[src/rtl/game_control.sv]
// game_control: top-level game sequencer. Runs the IDLE -> PLAY -> HIT -> OVER flow,
// tracks level, lives, active enemy squares and enemy speed, and emits a one-clk
// clear pulse whenever play (re)starts.
//   clk, reset (async active-low)
//   refresh_tick : one-clk pulse per video frame
//   start        : debounced start button (level), only 0->1 edges act
//   collision    : main square hit flag, sampled only on PLAY frame ticks
//   state        : 00 IDLE, 01 PLAY, 10 HIT, 11 OVER
//   game_en      : square-motion enable (high in PLAY)
//   clear        : one-clk pulse to re-initialise square positions
//   num_enabled  : active enemy squares, level/speed/lives : game status
module game_control #(
  parameter int unsigned FRAMES_PER_LEVEL = 600,
  parameter int unsigned HIT_FRAMES       = 60,
  parameter int unsigned START_SQUARES    = 4,
  parameter int unsigned LIVES            = 3
) (
  input  logic       clk,
  input  logic       reset,
  input  logic       refresh_tick,
  input  logic       start,
  input  logic       collision,
  output logic [1:0] state,
  output logic       game_en,
  output logic       clear,
  output logic [4:0] num_enabled,
  output logic [2:0] speed,
  output logic [3:0] level,
  output logic [1:0] lives
);

  localparam int unsigned FRAME_W = 10;
  localparam int unsigned HIT_W   = 8;
  localparam logic [FRAME_W-1:0] FRAME_LAST  = FRAME_W'(FRAMES_PER_LEVEL - 1);
  localparam logic [HIT_W-1:0]   HIT_LAST    = HIT_W'(HIT_FRAMES - 1);
  localparam logic [4:0]         SQ_START    = 5'(START_SQUARES);
  localparam logic [1:0]         LIVES_START = 2'(LIVES);

  typedef enum logic [1:0] {
    S_IDLE = 2'b00,
    S_PLAY = 2'b01,
    S_HIT  = 2'b10,
    S_OVER = 2'b11
  } state_t;

  state_t             state_q, state_d;
  logic               game_en_q, game_en_d;
  logic               clear_q, clear_d;
  logic [4:0]         num_q, num_d;
  logic [2:0]         speed_q, speed_d;
  logic [3:0]         level_q, level_d;
  logic [1:0]         lives_q, lives_d;
  logic [FRAME_W-1:0] frame_q, frame_d;
  logic [HIT_W-1:0]   hit_q, hit_d;
  logic               start_q, start_d;
  logic               armed_q, armed_d;
  logic               start_evt_c;

  // armed_q only sets once start has been seen low, so a button held through
  // reset release never masquerades as a fresh press.
  assign start_evt_c = start & ~start_q & armed_q;

  // State register
  always_ff @(posedge clk or negedge reset) begin
    if (!reset) begin
      state_q   <= S_IDLE;
      game_en_q <= 1'b0;
      clear_q   <= 1'b0;
      num_q     <= SQ_START;
      speed_q   <= 3'd1;
      level_q   <= 4'd0;
      lives_q   <= 2'd0;
      frame_q   <= '0;
      hit_q     <= '0;
      start_q   <= 1'b0;
      armed_q   <= 1'b0;
    end else begin
      state_q   <= state_d;
      game_en_q <= game_en_d;
      clear_q   <= clear_d;
      num_q     <= num_d;
      speed_q   <= speed_d;
      level_q   <= level_d;
      lives_q   <= lives_d;
      frame_q   <= frame_d;
      hit_q     <= hit_d;
      start_q   <= start_d;
      armed_q   <= armed_d;
    end
  end

  // Next-state and output logic
  always_comb begin
    state_d = state_q;
    clear_d = 1'b0;
    num_d   = num_q;
    level_d = level_q;
    lives_d = lives_q;
    frame_d = frame_q;
    hit_d   = hit_q;
    start_d = start;
    armed_d = armed_q | ~start;

    case (state_q)
      S_IDLE: begin
        if (start_evt_c) begin
          state_d = S_PLAY;
          clear_d = 1'b1;
          lives_d = LIVES_START;
          level_d = 4'd0;
          num_d   = SQ_START;
          frame_d = '0;
        end
      end
      S_PLAY: begin
        if (refresh_tick) begin
          if (collision) begin
            // Collision wins over a level step landing on the same frame.
            state_d = S_HIT;
            hit_d   = '0;
            lives_d = (lives_q == 2'd0) ? 2'd0 : lives_q - 2'd1;
          end else if (frame_q == FRAME_LAST) begin
            frame_d = '0;
            level_d = (level_q == 4'd15) ? level_q : level_q + 4'd1;
            num_d   = (num_q == 5'd16) ? num_q : num_q + 5'd1;
          end else begin
            frame_d = frame_q + FRAME_W'(1);
          end
        end
      end
      S_HIT: begin
        if (refresh_tick) begin
          if (hit_q == HIT_LAST) begin
            if (lives_q == 2'd0) begin
              state_d = S_OVER;
            end else begin
              state_d = S_PLAY;
              clear_d = 1'b1;
            end
          end else begin
            hit_d = hit_q + HIT_W'(1);
          end
        end
      end
      S_OVER: begin
        if (start_evt_c) begin
          state_d = S_IDLE;
        end
      end
      default: state_d = S_IDLE;
    endcase

    game_en_d = (state_d == S_PLAY);
    // min(1 + level/2, 7): only levels 14 and 15 would overflow.
    speed_d = (level_d[3:1] == 3'd7) ? 3'd7 : 3'd1 + level_d[3:1];
  end

  assign state       = state_q;
  assign game_en     = game_en_q;
  assign clear       = clear_q;
  assign num_enabled = num_q;
  assign speed       = speed_q;
  assign level       = level_q;
  assign lives       = lives_q;

endmodule

[config.mk]
export PLATFORM = sky130hd
export DESIGN_NAME = game_control
export DESIGN_NICKNAME = d
export VERILOG_FILES = /design/src/rtl/game_control.sv
export SDC_FILE = /design/constraint.sdc
export NUM_CORES = 1
export LEC_CHECK = 0
export CORE_ASPECT_RATIO = 1.5
export CORE_MARGIN = 8
export CORE_UTILIZATION = 55
export DETAILED_ROUTE_END_ITERATION = 16
export HOLD_SLACK_MARGIN = 0.08
export PLACE_DENSITY = 0.81
export SETUP_SLACK_MARGIN = 0.5
export SLEW_MARGIN = 20
export SYNTH_ARGS = -nofsm -noshare
export SYNTH_HDL_FRONTEND = slang
export SYNTH_SLANG_ARGS = --single-unit
[constraint.sdc]
create_clock -name clk -period 2.7 [get_ports clk]
set_input_delay 0.81 -clock clk [delete_from_list [all_inputs] [get_ports clk]]
set_output_delay 0.81 -clock clk [all_outputs]
set_load 0.02 [all_outputs]
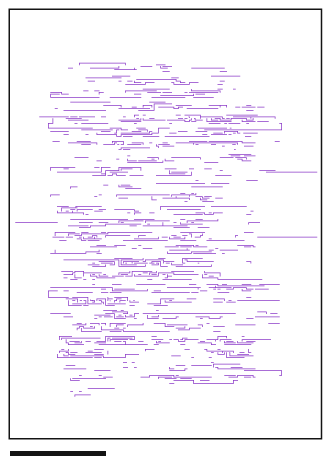
(images/m1.png)
Scale bar: 20 um.
nets with wire on the layer: 246
longest straight run: 19.3 um

==> results_tabular.tex <==
% Yosys + OpenROAD metrics
\begin{tabular}{lr}
\hline
Metric & Value \\
\hline
\multicolumn{2}{l}{\textbf{Place}} \\
Placer Congestion & 0.8829 \\
Buffers added on ports & 22 \\
\multicolumn{2}{l}{\textbf{Setup path}} \\
Critical path buffer and inverter count & 2 \\
CP max stage cell & sky130\_fd\_sc\_hd\_\_or4b\_4 \\
Reg-to-Reg Start & frame\_q[3] \\
R2R Setup Slk & 0.46 ns \\
CP Depth & 8 \\
\multicolumn{2}{l}{\textbf{Power and ir drop}} \\
Total power & 1821 uW \\
Clock group total power & 398 uW \\
Static leakage & 0.001219 uW \\
\multicolumn{2}{l}{\textbf{Finish}} \\
Dominant kind of cell & multi-input combinational cells \\
Non-clk buf share & 16.08\% \\
Highest-count cells in the layout ignoring fill and taps & sky130\_fd\_sc\_hd\_\_dfrtp\_1, sky130\_fd\_sc\_hd\_\_nand2\_1, sky130\_fd\_sc\_hd\_\_buf\_4, sky130\_fd\_sc\_hd\_\_nor2\_1, sky130\_fd\_sc\_hd\_\_o21ai\_0 \\
Layout cells sized above 1 & 23.23\% \\
Post-layout net count & 264 \\
Non-clk invs & 6 \\
Number of combinational gates with multiple inputs & 155 \\
Area delta synth->final & 30.01\% \\
\multicolumn{2}{l}{\textbf{CTS}} \\
Clock input transition at the sequential cells of the worst setup and hold paths & 0.07 ns \\
Clock sink total & 38 \\
Count of instances resized after the clock tree is built & 11 \\
Worst-skew pair later-pin latency & 0.29 ns \\
\multicolumn{2}{l}{\textbf{Final timing}} \\
RSZ-0062 raised after global routing & true \\
Worst slew pin tran & 0.8429 ns \\
Post-route clock skew & 0.007975 ns \\
Tmin final & 2.236 ns \\
Worst Setup Slack, final & 0.4642 ns \\
\multicolumn{2}{l}{\textbf{Synthesis}} \\
Fraction of synthesized cell area in xor and xnor cells & 4.422\% \\
Synth Cell Area & 1981 sq um \\
Share of flip-flops with an asynchronous set or reset & 100.0\% \\
Instance count of the mapped netlist & 204 \\
Cell taking the most area after synthesis & sky130\_fd\_sc\_hd\_\_dfrtp\_1 \\
\multicolumn{2}{l}{\textbf{Route}} \\
Violation tally from detailed-route iteration zero & 84 \\
First-pass detailed-route iteration total & 4 \\
\multicolumn{2}{l}{\textbf{Job}} \\
Max-cap violation count & 0 \\
\multicolumn{2}{l}{\textbf{Floorplanning}} \\
Area inside the core boundary & 3416 sq um \\
Overall die height & 89.50 um \\
Width of the die & 65.00 um \\
I/O Pins & 23 \\
\multicolumn{2}{l}{\textbf{Status}} \\
Status & complete, no violations \\
\multicolumn{2}{l}{\textbf{Global route}} \\
Via count of the first global-routing pass & 1775 \\
Global route overflow & 0 \\
\multicolumn{2}{l}{\textbf{Hold path}} \\
Worst hold path cell count & 1 \\
\hline
\end{tabular}
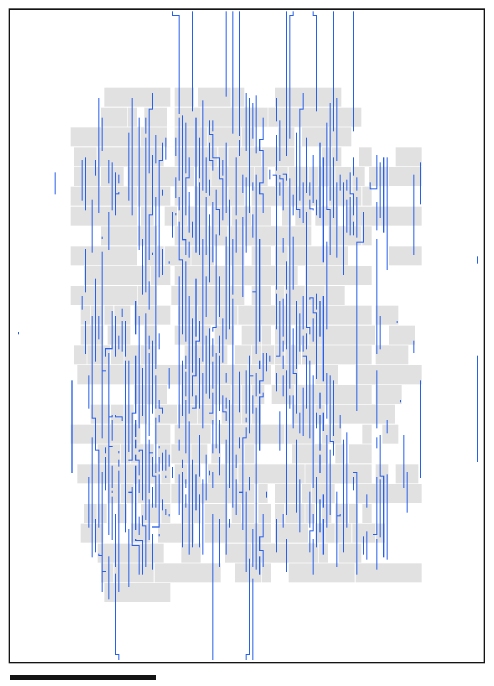
(images/m2.png)
Scale bar: 20 um. Cells faint in the background.
main direction: vertical
longest straight run: 28.7 um
nets with wire on the layer: 230
share of all routed wire: 55%

==> metrics by stage <==
| step | TNS [ns] | instances |
|---|---|---|
| after floorplan | 0 | 204 |
| after CTS | 0 | 292 |
| after global routing | 0 | 296 |
| after global placement | 0 | 275 |
| final | 0 | 296 |
| after detailed placement | -0.1332 | 275 |
==> layer usage <==
metal,vias up,routed length [um],GRT usage (%)
li1,829,-,-
met1,841,1912,17.57
met2,50,2663,33.48
met3,12,181,4.642
met4,0,110,7.371
met5,-,0,0
==> state kept, by name, indices dropped and copies added, names as in the netlist, 2 cells and up <==
name and cells:
speed 3, state 2, frame_q 10, level 4, hit_q 8, num_enabled 5, lives 2
Power figures rest on the tool's default switching activity, not on a simulated workload.
